Figure 1. Metal 4.
Drawn at 4 px/µm. Supply wires on this layer in grey.
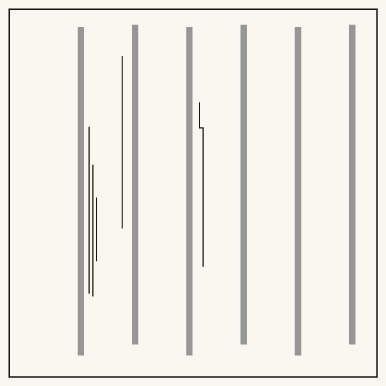
Figure 2. Logic cells by family.
Drawn at 6 px/µm.
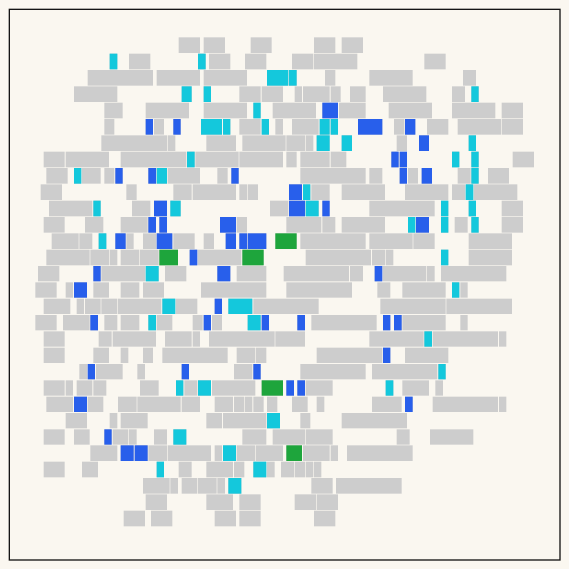
Design alu_seq, sky130hd; sources not shown.
==> results_tabular.tex <==
% Implementation results table
\begin{tabular}{lr}
\hline
Metric & Value \\
\hline
\multicolumn{2}{l}{\textbf{Power and ir drop}} \\
\quad Total power divided by cell area & around 210 nW/µm² \\
\quad Max power group & registers \\
\quad Switching power share of the total & between 20\% and 30\% \\
\quad Power Sequential & approximately 360 µW \\
\multicolumn{2}{l}{\textbf{Logic synthesis}} \\
\quad Number of unique standard cell types used by synthesis & approximately 55 \\
\quad Area of the mapped netlist & 3142 µm² \\
\quad Mux area share & 1.951\% \\
\quad Net count entering floorplan & 377 \\
\quad Share of Yosys cell area claimed by the top area cell type & 22.94\% \\
\multicolumn{2}{l}{\textbf{Drt}} \\
\quad Detailed-route vias per instance & about 5.2 \\
\quad Initial DRT Pass Iterations & 4 \\
\quad Total met3 wirelength after detailed routing & 272 µm \\
\quad DRT met1 WL & 2950 µm \\
\quad Uppermost routed layer & met4 \\
\quad Antenna-violating nets left & 0 \\
\multicolumn{2}{l}{\textbf{Finish}} \\
\quad Signed area change from the synthesized netlist to the final layout & 18.84\% \\
\quad Number of fill cells & between 600 and 700 \\
\multicolumn{2}{l}{\textbf{Die}} \\
\quad Floorplan-stage core utilization & 46.24\% \\
\multicolumn{2}{l}{\textbf{Critical path}} \\
\quad Worst-path cell chain & clkdlybuf4s50\_1, nor2\_1, and2\_1, mux2\_2, fa\_1, fa\_1, fa\_1, fa\_1, inv\_1, fa\_1, inv\_1, fa\_1, fa\_1, nor2b\_1, a31oi\_1, mux2i\_1, nand2\_1, a311oi\_2 \\
\quad Reg2reg path depth & 15 \\
\multicolumn{2}{l}{\textbf{STA}} \\
\quad Transition time of the tightest slew-check pin & 0.9648 ns \\
\quad Fin crit share & 92.26\% \\
\quad Final setup vio count & 0 \\
\quad Setup repair after global routing missed its margin & no \\
\quad Smallest setup slack after layout & about 0.48 ns \\
\multicolumn{2}{l}{\textbf{Run status}} \\
\quad Run status & complete, no violations \\
\multicolumn{2}{l}{\textbf{Job}} \\
\quad Number of logged tool warnings & 35 \\
\multicolumn{2}{l}{\textbf{Clock network}} \\
\quad Clock-pin slew on the worst setup and hold paths & 0.10 ns \\
\quad Worst-skew pair later-pin latency & roughly 0.31 ns \\
\multicolumn{2}{l}{\textbf{Global route}} \\
\quad Number of antenna violations at the first check in global routing & 0 \\
\hline
\end{tabular}
Notes on Figure 1 above:
wire length on this layer: 174 µm
share of all routed wire: 2.5%
nets with wire on the layer: 5
longest straight run: 42.8 µm
main direction: vertical
aggregate routed wire length: 6997 µm
routed via count: 2369

Notes on Figure 2 above:
| family | colour | cells | most used |
|---|---|---|---|
| NOR gates | cyan | 51 | nor2_1 |
| NAND gates | blue | 49 | nand2_1 |
| AND-OR and OR-AND gates | green | 5 | o211a_1 |
combinational share of cell area: 45.04%
Commonest Layout Cell: sky130_fd_sc_hd__clkdlybuf4s50_1
number of standard cells in the layout, taps in and fillers out: 456

## final cells by class
| cell class | instances | area (µm²) | area share [%] |
|---|---|---|---|
| multi-input combinational | 224 | 1682 | 45.04 |
| sequential | 49 | 1221 | 32.71 |
| timing repair buffer | 47 | 457.9 | 12.27 |
| inverter | 32 | 120.1 | 3.217 |
| tap | 96 | 120.1 | 3.217 |
| clock buffer | 6 | 93.84 | 2.513 |
| clock inverter | 2 | 38.79 | 1.039 |
## through the flow
stage,cells,instance area [µm²]
3_5_place_dp,448,3601
4_1_cts,456,3734
3_3_place_gp,448,3601
5_1_grt,456,3734
2_1_floorplan,322,3142
6_report,456,3734
## worst register-to-register path: stages (launching register included)
cell and delay, ns:
sky130_fd_sc_hd__edfxtp_1 0.47, sky130_fd_sc_hd__and2_1 0.17, sky130_fd_sc_hd__ha_1 0.13, sky130_fd_sc_hd__inv_1 0.05
sky130_fd_sc_hd__fa_1 0.38, sky130_fd_sc_hd__fa_1 0.40, sky130_fd_sc_hd__fa_1 0.40, sky130_fd_sc_hd__fa_1 0.39
sky130_fd_sc_hd__fa_1 0.36, sky130_fd_sc_hd__inv_1 0.07, sky130_fd_sc_hd__fa_1 0.17, sky130_fd_sc_hd__fa_1 0.45
sky130_fd_sc_hd__nor2_1 0.12, sky130_fd_sc_hd__nand4_1 0.19, sky130_fd_sc_hd__a221oi_1 0.38, sky130_fd_sc_hd__nor3_1 0.08
## cells in the mapped netlist, drive strengths merged (2+ instances only)
library cell,number
a21oi,11
a311oi,6
a31oi,9
and2,7
and3b,2
buf,12
clkbuf,5
dfxtp,25
edfxtp,24
fa,14
ha,19
inv,32
mux2i,5
nand2,30
nand2b,6
nand3,5
nand3b,4
nand4,2
nor2,34
nor2b,7
nor3,7
nor4,3
o211a,2
o211ai,7
o21ai,15
or2,2
or2b,2
xnor2,8
Power figures rest on the tool's default switching activity, not on a simulated workload.
